Fig. 1: run 1, I/O nets highlighted
(2 px per um)
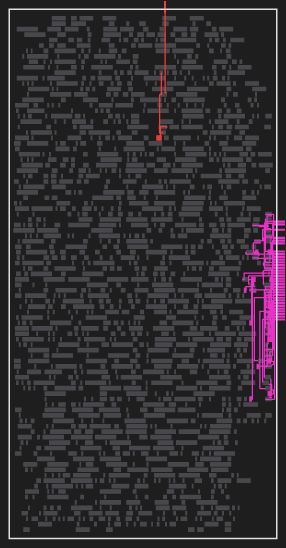
Fig. 2: run 1, signal wires by layer
(2 px per um)
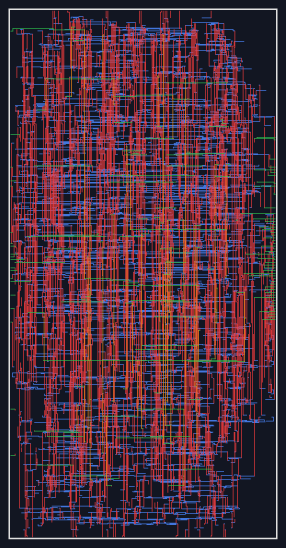
Fig. 3: run 1, the clock network
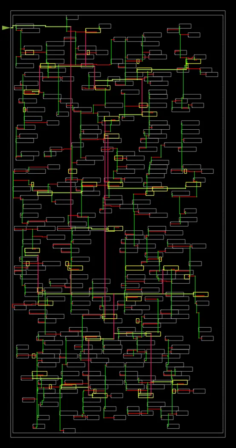
Fig. 4: run 1, sequential cells grouped by signal name
(1.5 px per um) Other sequential cells in the stronger grey, the rest of the logic in the fainter grey.
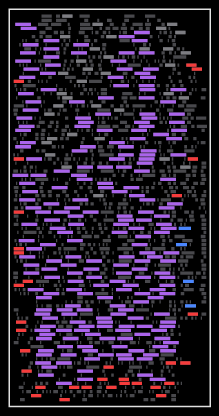
$ cat config.mk
export PLATFORM = sky130hd
export DESIGN_NAME = apb_slave_regs_flat
export DESIGN_NICKNAME = d
export VERILOG_FILES = /design/src/rtl/apb_slave_regs_if.sv /design/src/rtl/apb_slave_regs.sv /design/src/flat_wrapper.sv
export SDC_FILE = /design/constraint.sdc
export NUM_CORES = 1
export LEC_CHECK = 0
export CAP_MARGIN = 25
export CELL_PAD_IN_SITES_DETAIL_PLACEMENT = 1
export CELL_PAD_IN_SITES_GLOBAL_PLACEMENT = 2
export CORE_ASPECT_RATIO = 2
export CORE_UTILIZATION = 39
export DETAILED_ROUTE_END_ITERATION = 12
export PLACE_DENSITY_LB_ADDON = 0.1
export SLEW_MARGIN = 20
export SYNTH_ARGS = -nofsm -noshare
export SYNTH_HDL_FRONTEND = slang
export SYNTH_SLANG_ARGS = --single-unit
$ cat constraint.sdc
create_clock -name clk -period 3.69 [get_ports clk]
set_clock_uncertainty 0.15 [all_clocks]
set_input_delay 0.9225 -clock clk [delete_from_list [all_inputs] [get_ports clk]]
set_output_delay 0.9225 -clock clk [all_outputs]
set_load 0.03 [all_outputs]
$ cat src/rtl/apb_slave_regs_if.sv
// APB slave bus bundle for apb_slave_regs: setup/access handshake, address/data and response.
interface apb_slave_regs_if;
    logic        sel;
    logic        enable;
    logic        write;
    logic [31:0] addr;
    logic [31:0] wdata;
    logic        ready;
    logic [31:0] rdata;
    logic        slvERR;

    modport master (
        output sel, enable, write, addr, wdata,
        input  ready, rdata, slvERR
    );

    modport slave (
        input  sel, enable, write, addr, wdata,
        output ready, rdata, slvERR
    );
endinterface

$ cat src/rtl/apb_slave_regs.sv
// APB register slave: NUM_REGS-1 read/write words plus a read-only transfer counter in the top slot.
// Optional wait states are enabled by defining APB_SLV_WAIT_EN (WAIT_CYCLES per transfer).
module apb_slave_regs #(
    parameter int unsigned NUM_REGS    = 8,
    parameter int unsigned WAIT_CYCLES = 2
) (
    input logic            clk,
    input logic            reset,
    apb_slave_regs_if.slave bus
);

    typedef enum logic [1:0] {StIdle, StAccess, StWait} state_e;

    state_e      state_q;
    logic        ready_q;
    logic        write_q;
    logic        err_q;
    logic [3:0]  idx_q;
    logic [31:0] wdata_q;
    logic [31:0] xfer_cnt_q;
    logic [31:0] regs_q [NUM_REGS-1];
`ifdef APB_SLV_WAIT_EN
    logic [3:0]  wait_cnt_q;
`else
    logic        unused_wait_cycles;
    assign unused_wait_cycles = ^4'(WAIT_CYCLES);
`endif

    logic        setup_err;
    logic        complete;
    logic [31:0] rd_val;

    // Legality is decided from the setup-phase inputs and held for the whole transfer.
    assign setup_err = (bus.addr[1:0] != 2'b00) ||
                       (bus.addr >= 32'(NUM_REGS * 4)) ||
                       (bus.write && (bus.addr[5:2] == 4'(NUM_REGS - 1)));
    assign complete  = bus.sel && bus.enable && ready_q;

    always_ff @(posedge clk) begin
        if (reset) begin
            state_q    <= StIdle;
            ready_q    <= 1'b0;
            write_q    <= 1'b0;
            err_q      <= 1'b0;
            idx_q      <= 4'd0;
            wdata_q    <= 32'd0;
            xfer_cnt_q <= 32'd0;
            for (int i = 0; i < NUM_REGS - 1; i++) begin
                regs_q[i] <= 32'd0;
            end
`ifdef APB_SLV_WAIT_EN
            wait_cnt_q <= 4'd0;
`endif
        end else begin
            unique case (state_q)
                StIdle: begin
                    // enable without a preceding setup phase is ignored here
                    if (bus.sel && !bus.enable) begin
                        state_q <= StAccess;
                        idx_q   <= bus.addr[5:2];
                        write_q <= bus.write;
                        wdata_q <= bus.wdata;
                        err_q   <= setup_err;
`ifdef APB_SLV_WAIT_EN
                        wait_cnt_q <= 4'(WAIT_CYCLES);
                        ready_q    <= (WAIT_CYCLES == 0);
`else
                        ready_q    <= 1'b1;
`endif
                    end
                end
                StAccess, StWait: begin
                    if (!bus.sel) begin
                        state_q <= StIdle;
                        ready_q <= 1'b0;
                    end else if (complete) begin
                        state_q    <= StIdle;
                        ready_q    <= 1'b0;
                        xfer_cnt_q <= xfer_cnt_q + 32'd1;
                        if (write_q && !err_q) begin
                            for (int i = 0; i < NUM_REGS - 1; i++) begin
                                if (idx_q == 4'(i)) begin
                                    regs_q[i] <= wdata_q;
                                end
                            end
                        end
`ifdef APB_SLV_WAIT_EN
                    end else if (wait_cnt_q != 4'd0) begin
                        state_q    <= StWait;
                        wait_cnt_q <= wait_cnt_q - 4'd1;
                        ready_q    <= (wait_cnt_q == 4'd1);
`endif
                    end
                end
                default: begin
                    state_q <= StIdle;
                    ready_q <= 1'b0;
                end
            endcase
        end
    end

    always_comb begin
        rd_val = 32'd0;
        for (int i = 0; i < NUM_REGS - 1; i++) begin
            if (idx_q == 4'(i)) begin
                rd_val = regs_q[i];
            end
        end
        if (idx_q == 4'(NUM_REGS - 1)) begin
            rd_val = xfer_cnt_q;
        end
    end

    // Outputs are masked while reset is high so nothing leaks before the reset edge.
    assign bus.ready  = ready_q && !reset;
    assign bus.rdata  = (bus.ready && !write_q && !err_q) ? rd_val : 32'd0;
    assign bus.slvERR = bus.ready && err_q;

endmodule

$ cat src/flat_wrapper.sv
// flat-port wrapper written by rule: the top's interface ports become plain ports
module apb_slave_regs_flat 
#(
    parameter int unsigned NUM_REGS    = 8,
    parameter int unsigned WAIT_CYCLES = 2
)
  (clk, reset, bus_sel, bus_enable, bus_write, bus_addr, bus_wdata, bus_ready, bus_rdata, bus_slvERR);
  apb_slave_regs_if bus_i ();
  input logic clk;
  input logic reset;
  input wire logic [$bits(bus_i.sel)-1:0] bus_sel;
  input wire logic [$bits(bus_i.enable)-1:0] bus_enable;
  input wire logic [$bits(bus_i.write)-1:0] bus_write;
  input wire logic [$bits(bus_i.addr)-1:0] bus_addr;
  input wire logic [$bits(bus_i.wdata)-1:0] bus_wdata;
  output wire logic [$bits(bus_i.ready)-1:0] bus_ready;
  output wire logic [$bits(bus_i.rdata)-1:0] bus_rdata;
  output wire logic [$bits(bus_i.slvERR)-1:0] bus_slvERR;
  assign bus_i.sel = bus_sel;
  assign bus_i.enable = bus_enable;
  assign bus_i.write = bus_write;
  assign bus_i.addr = bus_addr;
  assign bus_i.wdata = bus_wdata;
  assign bus_ready = bus_i.ready;
  assign bus_rdata = bus_i.rdata;
  assign bus_slvERR = bus_i.slvERR;
  apb_slave_regs #(.NUM_REGS(NUM_REGS), .WAIT_CYCLES(WAIT_CYCLES)) u_core (.clk(clk), .reset(reset), .bus(bus_i));
endmodule
==> impl_metrics.xml, run 1 <==
<?xml version="1.0" encoding="UTF-8"?>
<metrics>
  <group name="global_routing">
    <metric name="antenna_found_initial" unit="">0</metric>
    <metric name="track_usage" unit="%">26.85</metric>
    <metric name="grt_max_degree" unit="">110</metric>
    <metric name="grt_pass1_vias" unit="">10896</metric>
    <metric name="grt_pass1_wl" unit="um">68590</metric>
    <metric name="grt_overflow" unit="">0</metric>
  </group>
  <group name="finish">
    <metric name="drive_gt1_share" unit="%">16.25</metric>
    <metric name="nFillCells" unit="">3616</metric>
    <metric name="finish.net_count" unit="">1420</metric>
    <metric name="largest-register" unit="">u_core.regs_q</metric>
    <metric name="diodes" unit="">0</metric>
    <metric name="syn_to_final_growth" unit="%">22.94</metric>
    <metric name="multi_input_logic_area" unit="mm^2">0.004836</metric>
    <metric name="largest_register_ffs" unit="">224</metric>
    <metric name="layout_top_registers" unit="">u_core.regs_q x224, u_core.wdata_q x32, u_core.xfer_cnt_q x32</metric>
    <metric name="seqCellArea" unit="mm^2">0.008155</metric>
  </group>
  <group name="clock_tree">
    <metric name="cts.htree.levels" unit="">1</metric>
    <metric name="cts_num_sinks" unit="">295</metric>
    <metric name="post_cts_hold_buffer_count" unit="">0</metric>
    <metric name="clk_pin_slew_worst_paths" unit="ns">0.07</metric>
    <metric name="cts_tree" unit="">done</metric>
    <metric name="clock_tree.buffer_depth" unit="">3</metric>
    <metric name="cts_root_buffer" unit="">clkbuf_16</metric>
  </group>
  <group name="yosys">
    <metric name="avgSynthCellArea" unit="um^2">10.73</metric>
    <metric name="yosys.area_share.adder" unit="%">0.09355</metric>
    <metric name="synth.cells.most_frequent" unit="">nor2_1 (266), edfxtp_1 (224), nand2_1 (95)</metric>
    <metric name="synth.comb.largest_family" unit="">simple AND/OR/NAND/NOR gates</metric>
    <metric name="syn-cell-area" unit="mm^2">0.01337</metric>
    <metric name="postSynthCellCount" unit="">1246</metric>
    <metric name="yosys.stat.chipArea" unit="mm^2">0.01337</metric>
    <metric name="synth_top_cell_by_area" unit="">edfxtp_1</metric>
    <metric name="ys_sh_xor" unit="%">0.6549</metric>
    <metric name="synth.most_common_cell" unit="">nor2_1</metric>
    <metric name="post_synth_simple_gate_area" unit="%">17.55</metric>
    <metric name="yosys-mux-area-fraction" unit="%">2.844</metric>
    <metric name="yosysWarningCount" unit="">0</metric>
    <metric name="synthDistinctLibCells" unit="">57</metric>
    <metric name="synth.yosys.seq_area_share" unit="%">60.92</metric>
    <metric name="aoi_share" unit="%">13.51</metric>
    <metric name="synth-cells-yosys" unit="">1246</metric>
    <metric name="dominant_register_cell_in_the_synthesized_netlist" unit="">edfxtp_1</metric>
    <metric name="mappedNetlistNets" unit="">1316</metric>
    <metric name="enable_flop_cells" unit="">224</metric>
    <metric name="top_cells_by_area" unit="">edfxtp_1 (50%), dfxtp_1 (11%), nor2_1 (7.5%)</metric>
    <metric name="async_flop_share" unit="%">0</metric>
    <metric name="synth_flops" unit="">295</metric>
    <metric name="post-synth-top-area-fraction" unit="%">50.29</metric>
  </group>
  <group name="sta">
    <metric name="setup_viol" unit="">0</metric>
    <metric name="cycle_use_final" unit="%">98.67</metric>
    <metric name="tightestPinTransition" unit="ns">0.6903</metric>
    <metric name="achievable-frequency" unit="MHz">274.6</metric>
    <metric name="relSlewSlack" unit="%">53.98</metric>
    <metric name="count_of_final_hold_check_violations" unit="">0</metric>
    <metric name="fin_worst_hold_slack" unit="ns">0.3036</metric>
    <metric name="final.setup.worst_slack" unit="ns">0.04895</metric>
    <metric name="report.final.slew_viol_count" unit="">0</metric>
    <metric name="post-route-min-period" unit="ns">3.641</metric>
  </group>
  <group name="job">
    <metric name="warnings" unit="">30</metric>
    <metric name="cap_viol_max_count" unit="">0</metric>
  </group>
  <group name="pwr">
    <metric name="power_density" unit="mW/mm^2">440.7</metric>
    <metric name="p_switching" unit="uW">1723</metric>
    <metric name="power.ir.vdd_worst" unit="V">0.0003014</metric>
    <metric name="combinationalPowerShare" unit="%">8.7</metric>
    <metric name="sw_ratio" unit="%">23.79</metric>
    <metric name="powerComb" unit="uW">628</metric>
    <metric name="top_power_group" unit="">sequential cells</metric>
    <metric name="internal" unit="uW">5522</metric>
    <metric name="clock_power_share" unit="%">40.1</metric>
    <metric name="seqPwrFrac" unit="%">51.2</metric>
    <metric name="leakagePower" unit="uW">0.005684</metric>
  </group>
  <group name="drt">
    <metric name="via_count" unit="">10285</metric>
    <metric name="drt_iter0_drc" unit="">553</metric>
    <metric name="route.final.wire_length" unit="um">46520</metric>
    <metric name="route.detailed.vias_per_inst" unit="">5.689</metric>
    <metric name="drc" unit="">0</metric>
    <metric name="drtPass1Iterations" unit="">4</metric>
    <metric name="final_antenna_net_count" unit="">0</metric>
    <metric name="routedWlPerCell" unit="um">25.73</metric>
  </group>
  <group name="worst_setup_path">
    <metric name="cp.required" unit="ns">2.62</metric>
    <metric name="setup.worst_path.start_class" unit="">register</metric>
    <metric name="crit_type" unit="">register to output pin</metric>
    <metric name="end_kind" unit="">output pin</metric>
    <metric name="crit_arrival" unit="ns">2.57</metric>
    <metric name="crit_fanout" unit="">16</metric>
  </group>
  <group name="floorplanning">
    <metric name="die_area" unit="mm^2">0.03508</metric>
    <metric name="fp-utilization" unit="%">39.76</metric>
    <metric name="core" unit="mm^2">0.03364</metric>
    <metric name="die_h" unit="um">263.9</metric>
    <metric name="row_count" unit="">95</metric>
    <metric name="io-pin-count" unit="">103</metric>
    <metric name="chipWidth" unit="um">132.9</metric>
  </group>
  <group name="placed_design">
    <metric name="numPortBuffers" unit="">102</metric>
    <metric name="post-place-ws" unit="ns">0.03424</metric>
    <metric name="gp_congestion" unit="">0.8131</metric>
    <metric name="place.detailed.hpwl" unit="um">32230</metric>
  </group>
  <group name="hold_path">
    <metric name="holdCritPathClass" unit="">register to register</metric>
  </group>
  <group name="status">
    <metric name="status" unit="">finished, final reports clean</metric>
  </group>
</metrics>
Back to the opening pictures, Fig. 1:
bus_ready: drawn in red, bits 1, direction output, edge top, end cells 1, buffers 2, wire 83.8 um. bus_addr: drawn in magenta, bits 32, direction input, edge right, end cells 13, buffers 32, wire 965 um.

Back to the opening pictures, Fig. 2:
metal 4: drawn in orange, wire length 2290 um. metal 2: drawn in red, wire length 27.0 mm. metal 1: drawn in blue, wire length 15700 um. metal 3: drawn in green, wire length 1540 um.

Back to the opening pictures, Fig. 3:
clock group total power: 2910 uW
sequential cell count: 295
number of clock buffers in the layout: 40
worst-skew pair later-pin latency: 0.56 ns
CTS Buf Count: 28

Back to the opening pictures, Fig. 4:
u_core.idx_q: drawn in blue, flops 4. u_core.wdata_q: drawn in red, flops 32. u_core.regs_q: drawn in purple, flops 224, where spread over the die.
Another 35 sequential cells are not coloured.
power in sequential cells: 3710 uW
sequential cell area share: 49.60%

==> run 1: worst paths after layout <==
| kind | startpoint | end | slack (ns) | cells after the start |
|---|---|---|---|---|
| max | u_core.idx_q[0] | bus_rdata[14] | 0.05 | 6 |
| min | u_core.wdata_q[3] | u_core.wdata_q[3] | 0.30 | 2 |
| max reg2reg | u_core.xfer_cnt_q[3] | u_core.xfer_cnt_q[30] | 1.36 | 4 |
| min reg2reg | u_core.wdata_q[3] | u_core.wdata_q[3] | 0.30 | 2 |
==> run 1: final cells by class <==
| cell class | instances | share of cell area [%] |
|---|---|---|
| repair buffers | 168 | 11.32 |
| well taps | 436 | 3.318 |
| clock inverters | 12 | 0.5327 |
| multi-input cells | 820 | 29.41 |
| flip-flops and latches | 295 | 49.60 |
| inverters | 37 | 0.8447 |
| clock buffers | 40 | 4.969 |
==> run 1: worst max-delay path: stages, from the launching register on <==
cell and delay, ns:
dfxtp_4 0.47, buf_12 0.21, mux4_2 0.59, a22oi_1 0.16
nor3_1 0.11, o221a_2 0.27, buf_4 0.17
==> run 1: timing repair <==
item                                    4_1_cts  5_1_grt
endpoints found under the setup margin       29       17
endpoints found under the hold margin         0        0
gates cloned                                  0        2
buffers inserted                              2        1
gates resized                                27       13
pin swaps                                     1        0
==> run 1: layer usage <==
| metal | vias to the layer above | global-route usage [%] | share of wire, % |
|---|---|---|---|
| met1 | 5250 | 26.60 | 34 |
| met2 | 251 | 54.31 | 58 |
| met5 | - | 0 | 0 |
| met4 | 0 | 13.08 | 4.9 |
| li1 | 4697 | - | - |
| met3 | 87 | 2.111 | 3.3 |
==> run 1: stage by stage <==
step / area (um^2) / utilization, % / power [uW] / instances / TNS, ns
2_1_floorplan: 13390 / - / 4055 / 1246 / -3.693
3_3_place_gp: 15260 / 45.37 / 4387 / 1750 / 0
3_5_place_dp: 15290 / 45.46 / 4402 / 1751 / 0
4_1_cts: 16330 / 48.55 / 7291 / 1805 / -0.01257
5_1_grt: 16440 / 48.88 / 7440 / 1808 / -0.1071
6_report: 16440 / 48.88 / 7245 / 1808 / 0
==> run 1: cell usage in the layout, fill, tap and decap left out, types with 4 or more instances in the layout <==
| master | count |
|---|---|
| nand4_1 | 10 |
| or4_1 | 16 |
| buf_4 | 64 |
| dfxtp_1 | 67 |
| a22oi_2 | 10 |
| o21a_1 | 27 |
| nor3_1 | 5 |
| clkbuf_1 | 6 |
| clkinv_1 | 4 |
| o21ai_0 | 13 |
| or3_1 | 7 |
| nand3_1 | 12 |
| and3_1 | 8 |
| a22oi_1 | 18 |
| nor2_1 | 265 |
| a21oi_1 | 94 |
| edfxtp_1 | 224 |
| o31ai_2 | 14 |
| a32oi_1 | 27 |
| clkbuf_8 | 5 |
| clkinv_2 | 5 |
| a211oi_1 | 27 |
| clkdlybuf4s50_1 | 69 |
| mux2_2 | 28 |
| xor2_1 | 9 |
| buf_12 | 28 |
| inv_1 | 37 |
| o31ai_1 | 28 |
| nor4_1 | 7 |
| nand2b_1 | 43 |
| and4_1 | 5 |
| nand2_1 | 95 |
| clkbuf_16 | 31 |
Fig. 5: run 1, selected gate families
(2 px per um)
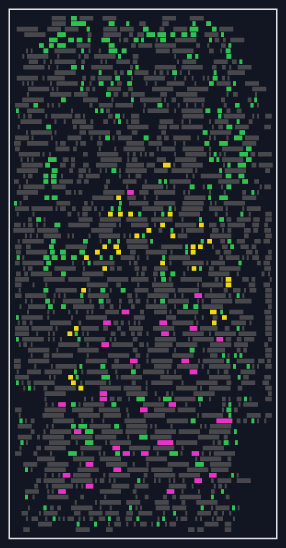

## Run 2: what changed since run 1
- SKIP_LAST_GASP: not set -> 1
Fig. 6: run 2, selected gate families
(2 px per um)
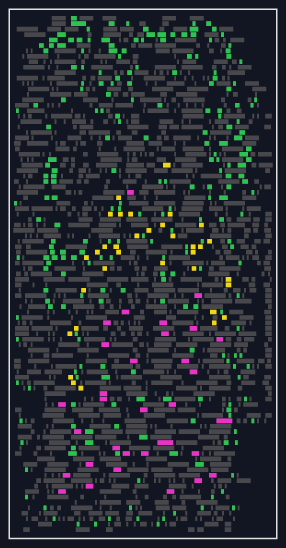
aoi and oai cells: drawn in green, cells 237, most used a21oi_1, where spread over the die. non-inverting ao/oa cells: drawn in yellow, cells 34, most used o21a_1. mux cells: drawn in magenta, cells 32, most used mux2_2.

==> run 2 against run 1 <==
Clock power about the same. Via count about the same. Non-clock buffer count unchanged. Largest cell class unchanged. Largest power group unchanged. Highest routed layer unchanged.
==> impl_metrics.xml, run 2 <==
<?xml version="1.0" encoding="UTF-8"?>
<metrics>
  <group name="status">
    <metric name="status" unit="">finished, final reports clean</metric>
  </group>
  <group name="pwr">
    <metric name="power_density" unit="mW/mm^2">440.6</metric>
    <metric name="leakagePower" unit="uW">0.005683</metric>
    <metric name="finalPower" unit="uW">7243</metric>
    <metric name="power.ir.vdd_worst" unit="V">0.0003002</metric>
  </group>
  <group name="finish">
    <metric name="drive_gt1_share" unit="%">16.18</metric>
    <metric name="finish.net_count" unit="">1420</metric>
    <metric name="final_core_util" unit="%">48.86</metric>
    <metric name="final_cell_mix" unit="">nor2_1 (265), edfxtp_1 (224), nand2_1 (95)</metric>
    <metric name="finalInstanceArea" unit="mm^2">0.01644</metric>
    <metric name="lay_top_count" unit="">nor2_1</metric>
    <metric name="largest_register_ffs" unit="">224</metric>
    <metric name="diodes" unit="">0</metric>
    <metric name="largest-register" unit="">u_core.regs_q</metric>
    <metric name="layout_top_registers" unit="">u_core.regs_q x224, u_core.wdata_q x32, u_core.xfer_cnt_q x32</metric>
    <metric name="syn_to_final_growth" unit="%">22.90</metric>
  </group>
  <group name="yosys">
    <metric name="postSynthCellCount" unit="">1246</metric>
    <metric name="async_flop_share" unit="%">0</metric>
    <metric name="enable_flop_cells" unit="">224</metric>
    <metric name="avgSynthCellArea" unit="um^2">10.73</metric>
    <metric name="synth-cells-yosys" unit="">1246</metric>
    <metric name="yosysWarningCount" unit="">0</metric>
    <metric name="synth.yosys.seq_area_share" unit="%">60.92</metric>
    <metric name="synthDistinctLibCells" unit="">57</metric>
    <metric name="top_cells_by_area" unit="">edfxtp_1 (50%), dfxtp_1 (11%), nor2_1 (7.5%)</metric>
    <metric name="dominant_register_cell_in_the_synthesized_netlist" unit="">edfxtp_1</metric>
    <metric name="yosys.stat.chipArea" unit="mm^2">0.01337</metric>
    <metric name="synth.cells.most_frequent" unit="">nor2_1 (266), edfxtp_1 (224), nand2_1 (95)</metric>
    <metric name="synth_flops" unit="">295</metric>
    <metric name="post-synth-top-area-fraction" unit="%">50.29</metric>
    <metric name="synth.most_common_cell" unit="">nor2_1</metric>
    <metric name="syn-cell-area" unit="mm^2">0.01337</metric>
    <metric name="mappedNetlistNets" unit="">1316</metric>
    <metric name="synth_top_cell_by_area" unit="">edfxtp_1</metric>
  </group>
  <group name="floorplanning">
    <metric name="die_area" unit="mm^2">0.03508</metric>
    <metric name="row_count" unit="">95</metric>
    <metric name="io-pin-count" unit="">103</metric>
    <metric name="chipWidth" unit="um">132.9</metric>
    <metric name="die_h" unit="um">263.9</metric>
    <metric name="core" unit="mm^2">0.03364</metric>
    <metric name="fp-utilization" unit="%">39.76</metric>
  </group>
  <group name="sta">
    <metric name="fin_worst_hold_slack" unit="ns">0.3036</metric>
    <metric name="count_of_final_hold_check_violations" unit="">0</metric>
    <metric name="final.setup.worst_slack" unit="ns">0.03919</metric>
    <metric name="post-route-min-period" unit="ns">3.651</metric>
    <metric name="setup_viol" unit="">0</metric>
    <metric name="cycle_use_final" unit="%">98.94</metric>
    <metric name="relSlewSlack" unit="%">54.34</metric>
    <metric name="achievable-frequency" unit="MHz">273.9</metric>
    <metric name="report.final.slew_viol_count" unit="">0</metric>
    <metric name="tightestPinTransition" unit="ns">0.6849</metric>
  </group>
  <group name="worst_setup_path">
    <metric name="crit_path_cell_trace" unit="">buf_12 -&gt; mux4_2 -&gt; a22oi_1 -&gt; nor3_1 -&gt; o221a_2 -&gt; buf_4</metric>
    <metric name="cpPeakStageDelay" unit="ns">0.59</metric>
    <metric name="regToRegSetupSlack" unit="ns">1.37</metric>
    <metric name="setup.worst_path.start_class" unit="">register</metric>
    <metric name="end_kind" unit="">output pin</metric>
    <metric name="cp.required" unit="ns">2.62</metric>
    <metric name="critical_path.reg2reg.endpoint" unit="">u_core.xfer_cnt_q[30]</metric>
    <metric name="crit_arrival" unit="ns">2.58</metric>
    <metric name="crit_type" unit="">register to output pin</metric>
    <metric name="standard_cell_with_the_maximum_stage_delay_on_the_critical_path" unit="">mux4_2</metric>
    <metric name="crit_fanout" unit="">16</metric>
    <metric name="depth_of_the_worst_register_to_register_path" unit="">4</metric>
    <metric name="rr_startpoint" unit="">u_core.xfer_cnt_q[3]</metric>
  </group>
  <group name="global_routing">
    <metric name="track_usage" unit="%">26.81</metric>
    <metric name="grt_pass1_wl" unit="um">68520</metric>
    <metric name="grt_max_degree" unit="">110</metric>
    <metric name="antenna_found_initial" unit="">0</metric>
    <metric name="grt_overflow" unit="">0</metric>
    <metric name="grt_pass1_vias" unit="">10885</metric>
  </group>
  <group name="hold_path">
    <metric name="hold_end" unit="">u_core.wdata_q[3]</metric>
    <metric name="holdCritPathClass" unit="">register to register</metric>
    <metric name="holdCritStartpoint" unit="">u_core.wdata_q[3]</metric>
    <metric name="hold_depth" unit="">2</metric>
  </group>
  <group name="placed_design">
    <metric name="numPortBuffers" unit="">102</metric>
    <metric name="post-place-ws" unit="ns">0.03424</metric>
    <metric name="place.detailed.hpwl" unit="um">32230</metric>
    <metric name="gp_congestion" unit="">0.8131</metric>
    <metric name="placed_area" unit="mm^2">0.01529</metric>
  </group>
  <group name="clock_tree">
    <metric name="cts_root_buffer" unit="">clkbuf_16</metric>
    <metric name="cts.htree.levels" unit="">1</metric>
    <metric name="clock_tree.buffer_depth" unit="">3</metric>
    <metric name="post_cts_hold_buffer_count" unit="">0</metric>
    <metric name="cts_made_buffers" unit="">28</metric>
    <metric name="clk_pin_slew_worst_paths" unit="ns">0.07</metric>
    <metric name="worstSkewPairLatency" unit="ns">0.56</metric>
    <metric name="cts_tree" unit="">done</metric>
    <metric name="cts_num_sinks" unit="">295</metric>
  </group>
  <group name="job">
    <metric name="cap_viol_max_count" unit="">0</metric>
    <metric name="warnings" unit="">30</metric>
  </group>
  <group name="drt">
    <metric name="route.detailed.vias_per_inst" unit="">5.685</metric>
    <metric name="via_count" unit="">10278</metric>
    <metric name="drtPass1Iterations" unit="">4</metric>
    <metric name="routedWlPerCell" unit="um">25.72</metric>
    <metric name="drt_iter0_drc" unit="">538</metric>
    <metric name="route.final.wire_length" unit="um">46500</metric>
    <metric name="drc" unit="">0</metric>
    <metric name="final_antenna_net_count" unit="">0</metric>
  </group>
</metrics>
==> run 2: cell counts after synthesis <==
No cell type changed its count.
==> run 2: final cells by class <==
class | count | area (um^2)
Clock buffer | 40 | 817.0
Clock inverter | 12 | 87.58
Fill cell | 3615 | 17200
Inverter | 37 | 138.9
Multi-Input combinational cell | 820 | 4831
Sequential cell | 295 | 8155
Tap cell | 436 | 545.5
Timing Repair Buffer | 168 | 1862
==> run 2: timing repair <==
action / in CTS / in global routing
setup buffers: 2 / 1
gates cloned: 0 / 2
resized: 26 / 13
pin swaps: 1 / 0
endpoints found under the setup margin: 29 / 18
==> run 2: how the worst max path moves through the flow <==
stage	startpoint	endpoint	slack, ns	cells after the start
after floorplan	reset	bus_rdata[10]	-0.18	5
after global placement	reset	bus_rdata[11]	0.12	7
after detailed placement	reset	bus_rdata[31]	0.03	7
after CTS	u_core.idx_q[0]	bus_rdata[5]	-0.03	7
after global routing	u_core.idx_q[0]	bus_rdata[21]	-0.02	7
final	u_core.idx_q[0]	bus_rdata[14]	0.04	6
==> run 2: layer usage <==
metal  global-route usage [%]  wire length (um)
met5                        0                 0
met4                    12.89              2265
met3                    2.034              1518
met2                    54.37             27030
met1                    26.56             15690
==> run 2: critical path: cells and delay by family (launching register included) <==
kind / cells / cell delay [ns]
AND/OR/NAND/NOR: 1 / 0.11
AND-OR/OR-AND: 2 / 0.43
multiplexers: 1 / 0.59
flip-flops: 1 / 0.48
buffers and inverters: 2 / 0.39
==> run 2: power breakdown <==
group / switching [uW] / internal, uW / total (uW)
Sequential: 45.6 / 3670 / 3710
Combinational: 384 / 244 / 628
Clock: 1290 / 1610 / 2900
==> run 2: kinds of logic (layout without fill, tap and decap cells) <==
logic type	Yosys count	count (layout)	synth area share, %
AND-OR/OR-AND	271	271	13.51
buffers and inverters	131	257	4.425
multiplexers	32	32	2.844
flip-flops	295	295	60.92
adder cells (fa/ha/maj)	1	1	0.09354
AND/OR/NAND/NOR	506	506	17.55
XOR/XNOR	10	10	0.6549
==> run 2: per-stage QoR <==
step,cells,setup TNS [ns]
2_1_floorplan,1246,-3.693
3_3_place_gp,1750,0
3_5_place_dp,1751,0
4_1_cts,1805,-0.03784
5_1_grt,1808,-0.1108
6_report,1808,0
Fig. 7: run 2, the clock network
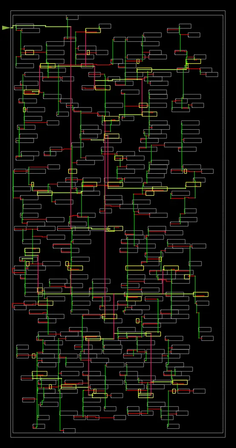

## Run 3: what changed since run 2
- CELL_PAD_IN_SITES_GLOBAL_PLACEMENT: 2 -> 1
- CORE_MARGIN: not set -> 4
- CORE_UTILIZATION: 39 -> 47
- PLACE_DENSITY: not set -> 0.87
- PLACE_DENSITY_LB_ADDON: 0.1 -> not set
Fig. 8: run 3, the clock network
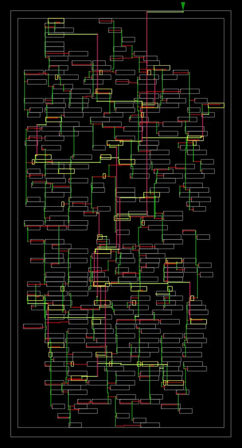
CTS Buf Count: 26
clock group total power: 2600 uW

==> run 3 against run 2 <==
Power shrank 4.6%. Synthesized cell count is the same. Routed wire length grew 2.7%. Critical path depth grew 1. Hold slack gained 0.0033 ns. Via count grew 9.4%. Design area shrank 1.1%. Maximum frequency shrank 0.29%. Sequential power is essentially flat. Utilization grew 8.8 points. Die size shrank 11%. Critical path type is now input port to output pin.
==> impl_metrics.xml, run 3 <==
<?xml version="1.0" encoding="UTF-8"?>
<metrics>
  <group name="status">
    <metric name="status" unit="">finished, final reports clean</metric>
  </group>
  <group name="worst_setup_path">
    <metric name="crit_fanout" unit="">11</metric>
    <metric name="setup.worst_path.start_class" unit="">input port</metric>
    <metric name="crit_arrival" unit="ns">2.59</metric>
    <metric name="critical_path.most_common_cell" unit="">buf_4</metric>
    <metric name="cpPeakStageDelay" unit="ns">0.58</metric>
    <metric name="worst-path-buf-inv" unit="">3</metric>
    <metric name="standard_cell_with_the_maximum_stage_delay_on_the_critical_path" unit="">or4b_4</metric>
    <metric name="cp.required" unit="ns">2.62</metric>
    <metric name="kind_of_cell_with_the_highest_combined_delay_on_the_critical_path" unit="">simple AND/OR/NAND/NOR gates</metric>
    <metric name="end_kind" unit="">output pin</metric>
    <metric name="crit_path_cell_trace" unit="">buf_4 -&gt; or4b_4 -&gt; nor2_4 -&gt; buf_4 -&gt; a32oi_1 -&gt; o31ai_1 -&gt; buf_4</metric>
    <metric name="crit_type" unit="">input port to output pin</metric>
  </group>
  <group name="floorplanning">
    <metric name="die_h" unit="um">246.6</metric>
    <metric name="chipWidth" unit="um">127.3</metric>
    <metric name="row_count" unit="">87</metric>
    <metric name="die_area" unit="mm^2">0.03138</metric>
    <metric name="io-pin-count" unit="">103</metric>
    <metric name="core" unit="mm^2">0.02819</metric>
    <metric name="fp-utilization" unit="%">47.44</metric>
  </group>
  <group name="pwr">
    <metric name="power_density" unit="mW/mm^2">425.3</metric>
    <metric name="combinationalPowerShare" unit="%">8.5</metric>
    <metric name="power.ir.vdd_worst" unit="V">0.0003880</metric>
    <metric name="sw_ratio" unit="%">24.28</metric>
    <metric name="seqPwrFrac" unit="%">53.9</metric>
    <metric name="leakagePower" unit="uW">0.005695</metric>
    <metric name="finalPower" unit="uW">6912</metric>
    <metric name="clock_power_share" unit="%">37.7</metric>
    <metric name="p_switching" unit="uW">1678</metric>
    <metric name="internal" unit="uW">5234</metric>
  </group>
  <group name="yosys">
    <metric name="synth_top_cell_by_area" unit="">edfxtp_1</metric>
    <metric name="synthDistinctLibCells" unit="">57</metric>
    <metric name="mappedNetlistNets" unit="">1316</metric>
    <metric name="synth.cells.most_frequent" unit="">nor2_1 (266), edfxtp_1 (224), nand2_1 (95)</metric>
    <metric name="synth.most_common_cell" unit="">nor2_1</metric>
    <metric name="synth_flops" unit="">295</metric>
    <metric name="enable_flop_cells" unit="">224</metric>
    <metric name="post-synth-top-area-fraction" unit="%">50.29</metric>
    <metric name="yosysWarningCount" unit="">0</metric>
    <metric name="postSynthCellCount" unit="">1246</metric>
    <metric name="syn-cell-area" unit="mm^2">0.01337</metric>
    <metric name="dominant_register_cell_in_the_synthesized_netlist" unit="">edfxtp_1</metric>
    <metric name="synth.yosys.seq_area_share" unit="%">60.92</metric>
    <metric name="top_cells_by_area" unit="">edfxtp_1 (50%), dfxtp_1 (11%), nor2_1 (7.5%)</metric>
    <metric name="async_flop_share" unit="%">0</metric>
    <metric name="yosys.stat.chipArea" unit="mm^2">0.01337</metric>
    <metric name="synth-cells-yosys" unit="">1246</metric>
    <metric name="avgSynthCellArea" unit="um^2">10.73</metric>
  </group>
  <group name="finish">
    <metric name="seqCellArea" unit="mm^2">0.008160</metric>
    <metric name="layout_top_registers" unit="">u_core.regs_q x224, u_core.wdata_q x32, u_core.xfer_cnt_q x32</metric>
    <metric name="final_core_util" unit="%">57.64</metric>
    <metric name="syn_to_final_growth" unit="%">21.52</metric>
    <metric name="largest_register_ffs" unit="">224</metric>
    <metric name="largest-register" unit="">u_core.regs_q</metric>
    <metric name="finish.net_count" unit="">1441</metric>
    <metric name="diodes" unit="">0</metric>
    <metric name="drive_gt1_share" unit="%">15.90</metric>
    <metric name="finalInstanceArea" unit="mm^2">0.01625</metric>
    <metric name="multi_input_logic_area" unit="mm^2">0.004737</metric>
    <metric name="nFillCells" unit="">2955</metric>
    <metric name="lay_top_count" unit="">nor2_1</metric>
    <metric name="final_cell_mix" unit="">nor2_1 (265), edfxtp_1 (224), nand2_1 (95)</metric>
  </group>
  <group name="clock_tree">
    <metric name="cts_num_sinks" unit="">295</metric>
    <metric name="cts_tree" unit="">done</metric>
    <metric name="worstSkewPairLatency" unit="ns">0.57</metric>
    <metric name="cts_root_buffer" unit="">clkbuf_16</metric>
    <metric name="clk_pin_slew_worst_paths" unit="ns">0.06</metric>
    <metric name="clock_tree.buffer_depth" unit="">3</metric>
    <metric name="cts.htree.levels" unit="">1</metric>
    <metric name="post_cts_hold_buffer_count" unit="">0</metric>
  </group>
  <group name="global_routing">
    <metric name="grt_pass1_wl" unit="um">70240</metric>
    <metric name="track_usage" unit="%">29.63</metric>
    <metric name="antenna_found_initial" unit="">0</metric>
    <metric name="grt_pass1_vias" unit="">12071</metric>
    <metric name="gr-usage-met2" unit="%">54.28</metric>
    <metric name="grt_overflow" unit="">0</metric>
    <metric name="grt_max_degree" unit="">63</metric>
    <metric name="grt_util_met3" unit="%">3.558</metric>
    <metric name="gr-usage-met1" unit="%">30.64</metric>
    <metric name="busiest_layer" unit="">met2</metric>
  </group>
  <group name="job">
    <metric name="warnings" unit="">29</metric>
    <metric name="cap_viol_max_count" unit="">0</metric>
  </group>
  <group name="sta">
    <metric name="post-route-min-period" unit="ns">3.661</metric>
    <metric name="cycle_use_final" unit="%">99.23</metric>
    <metric name="relSlewSlack" unit="%">35.07</metric>
    <metric name="count_of_final_hold_check_violations" unit="">0</metric>
    <metric name="grt_setup_unrepaired" unit="">true</metric>
    <metric name="report.final.slew_viol_count" unit="">0</metric>
    <metric name="fin_tns_setup" unit="ns">0</metric>
    <metric name="setup_viol" unit="">0</metric>
    <metric name="achievable-frequency" unit="MHz">273.1</metric>
    <metric name="tightestPinTransition" unit="ns">0.9739</metric>
  </group>
  <group name="drt">
    <metric name="routedWlPerCell" unit="um">27.34</metric>
    <metric name="via_count" unit="">11243</metric>
    <metric name="route.final.wire_length" unit="um">47740</metric>
    <metric name="route.detailed.vias_per_inst" unit="">6.439</metric>
    <metric name="final_antenna_net_count" unit="">0</metric>
    <metric name="drt_iter0_drc" unit="">1189</metric>
    <metric name="drc" unit="">0</metric>
    <metric name="drtPass1Iterations" unit="">7</metric>
  </group>
  <group name="placed_design">
    <metric name="numPortBuffers" unit="">102</metric>
    <metric name="place.detailed.hpwl" unit="um">30590</metric>
    <metric name="placed_area" unit="mm^2">0.01535</metric>
    <metric name="gp_congestion" unit="">0.8719</metric>
  </group>
  <group name="hold_path">
    <metric name="holdCritPathClass" unit="">register to register</metric>
  </group>
</metrics>
[run 3: cell counts after synthesis]
No cell type changed its count.
[run 3: layout make-up]
| cell class | instances | share of cell area (%) |
|---|---|---|
| clock buffers | 37 | 4.319 |
| clock inverters | 10 | 0.4080 |
| inverters | 37 | 0.8546 |
| multi-input cells | 820 | 29.15 |
| flip-flops and latches | 295 | 50.21 |
| well taps | 356 | 2.741 |
| repair buffers | 191 | 12.32 |
[run 3: repair_timing]
item / in CTS / in global routing
buffers inserted: 0 / 5
resized: 6 / 16
endpoints found under the hold margin: 0 / 0
cloned: 0 / 2
endpoints found under the setup margin: 32 / 22
pin swaps: 0 / 1
[run 3: metrics by stage]
stage / hold slack [ns] / setup slack, ns / instances
after global routing: 0.3186 / -0.05483 / 1746
after global placement: 0.2936 / 0.08073 / 1692
after detailed placement: 0.2988 / -0.01564 / 1692
final: 0.3069 / 0.02859 / 1746
after floorplan: 0.2868 / -0.1825 / 1246
after CTS: 0.3075 / -0.01969 / 1739
[run 3: cells by family (layout without fill, tap and decap cells)]
family / Yosys count / in the layout / share of synthesized area (%)
mux: 32 / 32 / 2.844
simple gates: 506 / 506 / 17.55
fa+ha+maj: 1 / 1 / 0.09354
xor+xnor: 10 / 10 / 0.6549
compound gates: 271 / 271 / 13.51
buf+inv: 131 / 275 / 4.425
flops: 295 / 295 / 60.92
[run 3: final timing paths]
kind,startpoint,endpoint,slack (ns),depth (start not counted)
max,reset,bus_rdata[7],0.03,7
min,u_core.wdata_q[2],u_core.wdata_q[2],0.31,2
min reg2reg,u_core.wdata_q[2],u_core.wdata_q[2],0.31,2
max reg2reg,u_core.xfer_cnt_q[1],u_core.xfer_cnt_q[20],1.20,5
[run 3: tightest hold or removal path: stages (launching register included)]
cell	delay (ns)
dfxtp_1	0.31
nand2_1	0.05
a21oi_1	0.05
[run 3: power groups by stage]
stage	clock, uW	combinational (uW)	sequential [uW]
after floorplan	0	290	3770
after global placement	0	535	3780
after detailed placement	0	556	3790
after CTS	2600	566	3720
after global routing	2740	617	3730
final	2600	586	3720
[run 3: layer usage]
metal  vias to the layer above  share of wire [%]
met2                       661                 54
met5                         -                  0
met1                      5612                 32
met4                         0                7.6
met3                       235                6.7
li1                       4735                  -
No activity file was given, so power comes from the tool's default toggle rates.
